Routing congestion map:
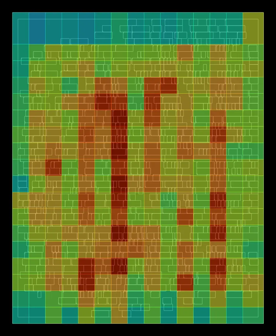
Selected gate families:
Drawn at 4 px/µm.
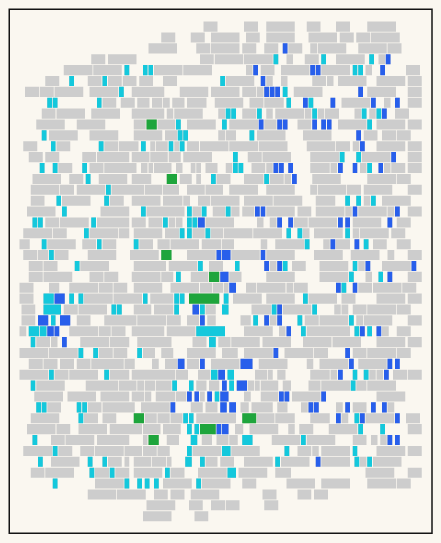
Design cus42_tile_fetch, sky130hd; sources not shown.
==> results.py <==
# Auto-generated metrics
metrics = {
    "synthesis": {
        "syn_avg_cell_area_um2": 9.67,
        "syn_area_um2": 7570,
        "ys_sh_simple": 0.159,
        "top_area_frac": 0.492,
        "topCombFamilyByArea": "multiplexers",
    },
    "routing": {
        "drt_wl_total_um": 15300,
        "wl_per_cell_um": 15.0,
    },
    "die": {
        "core_um2": 12600,
        "fp_util": 0.600,
        "die_x_um": 105,
    },
    "sta": {
        "setup_slack_ns": 0.670,
        "tns_ns": 0,
        "slew_viol_final": 0,
        "worst_pin_slew_ns": 0.834,
        "timing.fmax_ghz": 0.211,
    },
    "power": {
        "seq_power_mw": 1.39,
    },
    "critical_path": {
        "start_kind": "input pin",
        "worstPathRequired_ns": 5.68,
        "r2r_cells": 14,
        "arrival_ns": 5.01,
    },
    "cells_and_area": {
        "nClkBuffers": 17,
        "mi_logic_area_um2": 3600,
        "fin_util": 0.696,
        "drive_above_1_share": 0.0777,
    },
    "placed_design": {
        "port_buffers": 71,
        "place_ws_ns": 0.238,
        "placedCellCount": 985,
    },
    "cts": {
        "clkLatencyLatePin_ns": 0.45,
        "ctsHoldBuffers": 0,
    },
    "grt": {
        "grt_pass1_wl_um": 25100,
        "busiest_layer": "met2",
        "grt_antenna_before_repair": 0,
    },
    "min_path": {
        "hp-class": "register to register",
    },
    "run_status": {
        "outcome": "finished clean",
    },
    "job": {
        "cap_viol_max_count": 0,
    },
}
About 'routing congestion map':
grt met3 use: 0.0476
met1 Track Usage GR: 0.253

About 'selected gate families':
Key: cyan = NOR gates [cells 169, where all over the die]; blue = NAND gates [cells 106]; green = AND-OR and OR-AND gates [cells 9]
most common logic cell in the routed design: dfxtp_1
logic share of the area: 0.411
Final Non-Filler Cells: 1,017

Power and IR drop assume default switching activity.
